File: config.mk
export PLATFORM = sky130hd
export DESIGN_NAME = ahb_apb_bridge_ctrl
export DESIGN_NICKNAME = d
export VERILOG_FILES = /design/src/rtl/ahb_apb_pkg.sv /design/src/rtl/apb_sel_decode.sv /design/src/rtl/ahb_apb_bridge_ctrl.sv
export SDC_FILE = /design/constraint.sdc
export NUM_CORES = 1
export LEC_CHECK = 0
export ABC_AREA = 1
export CAP_MARGIN = 40
export CELL_PAD_IN_SITES_DETAIL_PLACEMENT = 1
export CELL_PAD_IN_SITES_GLOBAL_PLACEMENT = 2
export CORE_ASPECT_RATIO = 0.6
export CORE_MARGIN = 1.5
export CORE_UTILIZATION = 25
export DETAILED_ROUTE_END_ITERATION = 8
export PLACE_DENSITY = 0.82
export RECOVER_POWER = 50
export REMOVE_ABC_BUFFERS = 1
export SYNTH_ARGS = -nofsm -noshare
export SYNTH_HDL_FRONTEND = slang
export SYNTH_SLANG_ARGS = --single-unit
File: constraint.sdc
create_clock -name HCLK -period 4.2 [get_ports HCLK]
set_clock_uncertainty 0.1 [all_clocks]
set_input_delay 0.84 -clock HCLK [delete_from_list [all_inputs] [get_ports HCLK]]
set_output_delay 0.84 -clock HCLK [all_outputs]
set_load 0.02 [all_outputs]
File: src/rtl/ahb_apb_pkg.sv
// Shared types and constants for the AHB-to-APB bridge controller.
// Used by ahb_apb_bridge_ctrl and apb_sel_decode.
package ahb_apb_pkg;

    typedef enum logic [2:0] {
        ST_IDLE   = 3'd0,
        ST_WWAIT  = 3'd1,
        ST_SETUP  = 3'd2,
        ST_ACCESS = 3'd3,
        ST_ERR1   = 3'd4,
        ST_ERR2   = 3'd5
    } state_e;

    localparam logic HRESP_OKAY  = 1'b0;
    localparam logic HRESP_ERROR = 1'b1;

    // Width of a counter that must reach max_cnt-1; never narrower than one bit.
    function automatic int cnt_width(input int unsigned max_cnt);
        return (max_cnt < 32'd2) ? 1 : $clog2(max_cnt);
    endfunction

endpackage

File: src/rtl/apb_sel_decode.sv
// Slave-index to one-hot PSEL decoder with out-of-range flag.
module apb_sel_decode #(
    parameter int NUM_SLV = 6,
    parameter int SEL_W   = 3
) (
    input  logic [SEL_W-1:0]   idx,
    output logic [NUM_SLV-1:0] sel,
    output logic               oor
);

    localparam int SW1 = SEL_W + 1;
    localparam logic [SEL_W:0] NUM_SLV_C = SW1'(NUM_SLV);

    // An out-of-range index matches no slave, so sel stays all-zero for it.
    always_comb begin
        oor = ({1'b0, idx} >= NUM_SLV_C);
        for (int i = 0; i < NUM_SLV; i++) begin
            sel[i] = (idx == SEL_W'(i));
        end
    end

endmodule

File: src/rtl/ahb_apb_bridge_ctrl.sv
// AHB-to-APB bridge controller: one transfer at a time, one-hot PSEL, two-cycle ERROR.
// Optional macro WR_POST_EN: posted writes with a one-deep hold of the next transfer.
module ahb_apb_bridge_ctrl
    import ahb_apb_pkg::*;
#(
    parameter int ADDR_W  = 32,
    parameter int DATA_W  = 32,
    parameter int NUM_SLV = 6,
    parameter int SEL_LSB = 12,
    parameter int SEL_W   = 3,
    parameter int TIMEOUT = 0
) (
    input  logic               HCLK,
    input  logic               HRESETn,
    input  logic               VALID,
    input  logic               HREADY,
    input  logic               HWRITE,
    input  logic [ADDR_W-1:0]  HADDR,
    input  logic [DATA_W-1:0]  HWDATA,
    output logic               HREADYOUT,
    output logic               HRESP,
    output logic [DATA_W-1:0]  HRDATA,
    output logic [NUM_SLV-1:0] PSEL,
    output logic               PENABLE,
    output logic               PWRITE,
    output logic [ADDR_W-1:0]  PADDR,
    output logic [DATA_W-1:0]  PWDATA,
    input  logic [DATA_W-1:0]  PRDATA,
    input  logic               PREADY,
    input  logic               PSLVERR
);

    localparam int CNT_W = cnt_width(TIMEOUT);
    localparam logic [CNT_W-1:0] TMO_LAST = CNT_W'((TIMEOUT > 0) ? TIMEOUT - 1 : 0);

    state_e               state_r, nxt_s, start_nxt_s;
    logic [CNT_W-1:0]     cnt_r;
    logic [NUM_SLV-1:0]   sel_r, sel_s, dec_sel_s, psel_s;
    logic                 accept_s, free_s, start_s, done_s, tmo_s, slv_err_s, oor_s;
    logic                 start_wr_s, hreadyout_s, hresp_s, penable_s, pwrite_s;
    logic [ADDR_W-1:0]    start_addr_s, paddr_s;
    logic [DATA_W-1:0]    pwdata_s, hrdata_s;
`ifdef WR_POST_EN
    logic                 pend_r, pend_s, pend_wr_r, post_err_r;
    logic [ADDR_W-1:0]    pend_addr_r;
`endif

    apb_sel_decode #(.NUM_SLV(NUM_SLV), .SEL_W(SEL_W)) u_sel_decode (
        .idx (start_addr_s[SEL_LSB +: SEL_W]),
        .sel (dec_sel_s),
        .oor (oor_s)
    );

    // Transfer start/completion qualifiers shared by the FSM and datapath.
    always_comb begin
        accept_s  = VALID & HREADY & HREADYOUT;
        free_s    = (state_r == ST_IDLE) || (state_r == ST_ERR2);
        tmo_s     = (TIMEOUT != 0) && (state_r == ST_ACCESS) && !PREADY && (cnt_r == TMO_LAST);
        done_s    = (state_r == ST_ACCESS) && (PREADY || tmo_s);
        slv_err_s = (PREADY & PSLVERR) | tmo_s;
`ifdef WR_POST_EN
        // A held transfer starts as soon as the posted write in flight retires.
        start_s      = (free_s && accept_s) || (done_s && (pend_r || accept_s));
        start_addr_s = pend_r ? pend_addr_r : HADDR;
        start_wr_s   = pend_r ? pend_wr_r : HWRITE;
        pend_s       = pend_r ? !start_s : (accept_s && !free_s && !done_s);
`else
        start_s      = free_s && accept_s;
        start_addr_s = HADDR;
        start_wr_s   = HWRITE;
`endif
    end

    // State register and ACCESS wait counter.
    always_ff @(posedge HCLK or negedge HRESETn) begin
        if (!HRESETn) begin
            state_r <= ST_IDLE;
            cnt_r   <= '0;
            sel_r   <= '0;
        end else begin
            state_r <= nxt_s;
            sel_r   <= sel_s;
            if (nxt_s == ST_SETUP) begin
                cnt_r <= '0;
            end else if ((state_r == ST_ACCESS) && !PREADY) begin
                cnt_r <= cnt_r + CNT_W'(1);
            end
        end
    end

    // Next-state logic.
    always_comb begin
        start_nxt_s = oor_s ? ST_ERR1 : (start_wr_s ? ST_WWAIT : ST_SETUP);
        nxt_s       = state_r;
        case (state_r)
            ST_IDLE, ST_ERR2: nxt_s = start_s ? start_nxt_s : ST_IDLE;
            ST_WWAIT:         nxt_s = ST_SETUP;
            ST_SETUP:         nxt_s = ST_ACCESS;
            ST_ACCESS: begin
`ifdef WR_POST_EN
                if (!done_s) begin
                    nxt_s = ST_ACCESS;
                end else if (slv_err_s && !PWRITE) begin
                    nxt_s = ST_ERR1;
                end else begin
                    nxt_s = start_s ? start_nxt_s : ST_IDLE;
                end
`else
                if (!done_s) begin
                    nxt_s = ST_ACCESS;
                end else begin
                    nxt_s = slv_err_s ? ST_ERR1 : ST_IDLE;
                end
`endif
            end
            ST_ERR1:          nxt_s = ST_ERR2;
            default:          nxt_s = ST_IDLE;
        endcase
    end

    // Next values of the registered bus outputs, derived from the next state.
    always_comb begin
        sel_s     = start_s ? dec_sel_s : sel_r;
        psel_s    = ((nxt_s == ST_SETUP) || (nxt_s == ST_ACCESS)) ? sel_s : '0;
        penable_s = (nxt_s == ST_ACCESS);
        if (start_s && !oor_s) begin
            paddr_s  = start_addr_s;
            pwrite_s = start_wr_s;
        end else begin
            paddr_s  = PADDR;
            pwrite_s = PWRITE;
        end
        pwdata_s = (state_r == ST_WWAIT) ? HWDATA : PWDATA;
        hrdata_s = ((state_r == ST_ACCESS) && PREADY && !PSLVERR && !PWRITE) ? PRDATA : HRDATA;
        hresp_s  = ((nxt_s == ST_ERR1) || (nxt_s == ST_ERR2)) ? HRESP_ERROR : HRESP_OKAY;
`ifdef WR_POST_EN
        hreadyout_s = (nxt_s == ST_IDLE) || (nxt_s == ST_ERR2) ||
                      (((nxt_s == ST_WWAIT) || (nxt_s == ST_SETUP) || (nxt_s == ST_ACCESS)) &&
                       pwrite_s && !pend_s);
`else
        hreadyout_s = (nxt_s == ST_IDLE) || (nxt_s == ST_ERR2);
`endif
    end

    // Output registers.
    always_ff @(posedge HCLK or negedge HRESETn) begin
        if (!HRESETn) begin
            HREADYOUT <= 1'b1;
            HRESP     <= HRESP_OKAY;
            HRDATA    <= '0;
            PSEL      <= '0;
            PENABLE   <= 1'b0;
            PWRITE    <= 1'b0;
            PADDR     <= '0;
            PWDATA    <= '0;
        end else begin
            HREADYOUT <= hreadyout_s;
            HRESP     <= hresp_s;
            HRDATA    <= hrdata_s;
            PSEL      <= psel_s;
            PENABLE   <= penable_s;
            PWRITE    <= pwrite_s;
            PADDR     <= paddr_s;
            PWDATA    <= pwdata_s;
        end
    end

`ifdef WR_POST_EN
    // Held transfer behind a posted write, and sticky posted-write error flag.
    always_ff @(posedge HCLK or negedge HRESETn) begin
        if (!HRESETn) begin
            pend_r      <= 1'b0;
            pend_wr_r   <= 1'b0;
            pend_addr_r <= '0;
            post_err_r  <= 1'b0;
        end else begin
            pend_r <= pend_s;
            if (accept_s && !free_s && !done_s) begin
                pend_addr_r <= HADDR;
                pend_wr_r   <= HWRITE;
            end
            if (done_s && slv_err_s && PWRITE) begin
                post_err_r <= 1'b1;
            end
        end
    end
`endif

endmodule

Gate-type map:
Scale: 2 px per µm.
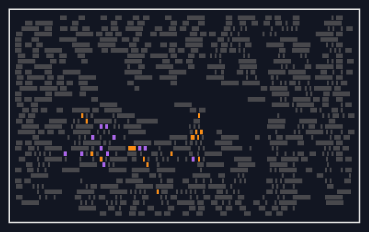
NOR gates: drawn in orange, cells 15, most used nor2_1. inverting AOI/OAI gates: drawn in purple, cells 12, most used o21ai_0.
Cell Count, Final, Fillers Out: 896
multi-input combinational area share: 18.3%
most frequent logic cell in the layout: nand2_1

Supply network:
Scale: 3 px per µm. Pins as bars on the die edge.
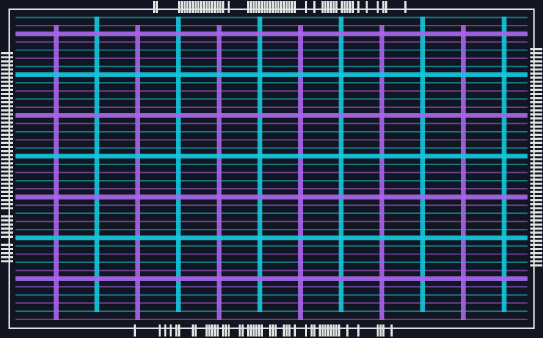
VDD: drawn in cyan. VSS: drawn in purple.
209 signal pins sit on the boundary. 12 straps on met4. 7 straps on met5. 38 met1 rails follow the rows. The core has 37 rows.

Routed metal, one colour a layer:
Scale: 4 px per µm.
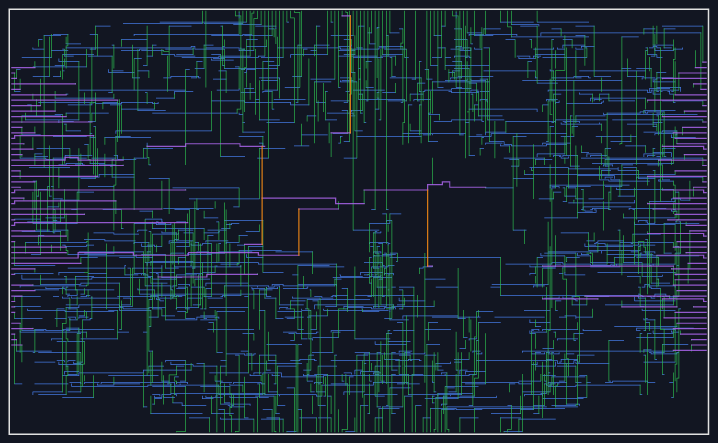
metal 1: drawn in blue, wire length 6,000 µm. metal 2: drawn in green, wire length 5,980 µm. metal 4: drawn in orange, wire length 84.3 µm. metal 3: drawn in purple, wire length 1,210 µm.
final wirelength: 13.3 mm
total track usage: 14.9%

Clock routing:
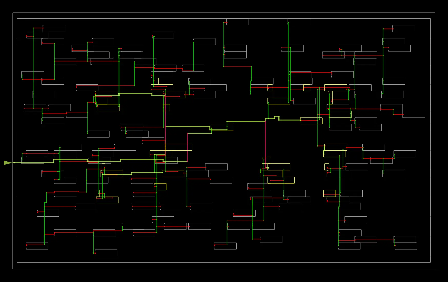
Sink Count: 115
Clock buffer cells: 23
flop count: 115
Clock Power: 1.42 mW

==> notes.md <==
yosys + openroad results -> most frequent cells after synthesis=209 x nand2_1, 114 x dfrtp_1, 30 x mux2_2, R2R Setup Slk=1.61 ns, Non-clk bufs=212, largest net degree at the start of global routing=116, leakage=3.46 nW, GRT overflow=0, Final Power=5.90 mW, Comb power=2.56 mW, Ant. Diodes=0, Yosys reg bits=115, met2 wire length=5.98 mm, fin area=0.00729 mm², MUX share of area=8.17%, Top cells by area=dfrtp_1 65%, nand2_1 18%, mux2_2 7.7%, first-pass GRT wire length=21.7 mm, Main power group=combinational logic, Die Wd=174 µm, Post-synth EDFFs=0, Adders+Majority by Area=0%, Critical path destination=PADDR[14]$_DFFE_PN0P_, Die Area=0.0185 mm², clk cell area share=7.98%, Max-area cell share=64.7%, inverters=24, Arr. time, crit path=2.95 ns, worst r2r src=state_r[2]$_DFF_PN0_, hold_sp=PWDATA[30]$_DFFE_PN0P_, largest class=flip-flops and latches, yosys warns=0, M3 GR Usage=5.88%, CTS Buf Count=17, Initial DRC Count=171, Synth Instances=434, Top Layout Cells=210 x nand2_1, 201 x clkdlybuf4s50_1, 114 x dfrtp_1, 30 x mux2_2, 23 x inv_1, Final Max Slew Viols=0, max_cap viols=0, worst hold slack=0.369 ns, register area=0.00288 mm², ANT nets after route=0, Vias/cell=4.12, number of logic gates=279, met1 GRT Util=19.2%, simple-gate area share of the yosys netlist=20.9%, Late-Pin Clk Latency=0.39 ns, Seq pwr share=32.7%, Largest regs=HRDATA x32, PADDR x32, PWDATA x32, critical path endpoint category=flip-flop, r2r worst-path depth=5, sequential share of cell area=39.5%, DRC Markers=0, CTS tree=yes, Setup Viol. Count Final=0, # fillers=1,889, Reg-to-Reg End=PWDATA[2]$_DFFE_PN0P_, worst-path maximum fanout=36, sequential power=1.93 mW, met1 wire length=6.00 mm, Fin Setup TNS=0 ns, critical-path cell with the highest stage delay=dlygate4sd3_1, Post-CTS Setup Inserts=0, RSZ-0062 raised after global routing=no, PwrDens=809 mW/mm², depth of the CTS H-tree=4, vias in the first global route=4,130, Layout area overhead=65.5%, port bufs=208, placed cell count=864, CTS resizes=0, Clock Power Share=24.0%, clk slew on worst S/H paths=0.06 ns, min Tclk post-route=2.79 ns, std cell rows=37, cells in synth_stat.txt=434, Max Buffers Root-to-Sink=2, Sw Pwr=2.14 mW, Hold Crit Depth=2, antenna violations before repair=0, Synth Area per Inst=10.2 µm², clock root buffer=clkbuf_16, worst slew pin tran=0.914 ns, Critical Path Source Type=primary input, Crit Path Class=in -> reg, Setup WS pre-CTS=1.14 ns, Tool Warnings=27, combinational fraction of design power=43.3%, outcome=completed, area reported by Yosys stat=0.00441 mm², area fraction in compound gates=1.45%, gpl congestion=0.758, area leader, netlist=dfrtp_1, PnR worst setup slack=1.41 ns, maximum vdd drop=430 µV, WP data required=4.36 ns, CP Launch Point=VALID, Post-CTS Hold Fix Bufs=0, Top delay family on crit path=buffers and inverters, floorplan core area=0.0172 mm², Cell Int Power=3.76 mW, starting density of the core=25.7%, achievable frequency=359 MHz, DR vias=3,693, Top Layer Used=met4, Die H=106 µm, buffer share of cell area=29.0%, Hold Crit Class=reg -> reg, switching fraction of total power=36.3%, Area after DPL=0.00674 mm², XOR/XNOR Area Share=0%, wire length per cell=14.8 µm, Final Hold Vio Count=0, relative slew slack=38.6%, GR Util met2=23.4%, Post-synth seq share=65.3%, hold worst-path end=PWDATA[30]$_DFFE_PN0P_, Synth Flop Type=dfrtp_1, Comb gate area=0.00134 mm², Post-Syn Area=0.00441 mm², library cells used by synthesis=21, Synth top cell by count=nand2_1, tap cells=234, Layout Nets=752, 1st-pass router iterations=4, Top logic family=simple AND/OR/NAND/NOR gates, Levels on crit path=9, Final period util=66.4%, DR WL met3=1.21 mm, GRT Max-Usage Layer=met2, share of layout cells above drive strength 1=10.3%
Power and IR drop assume default switching activity.
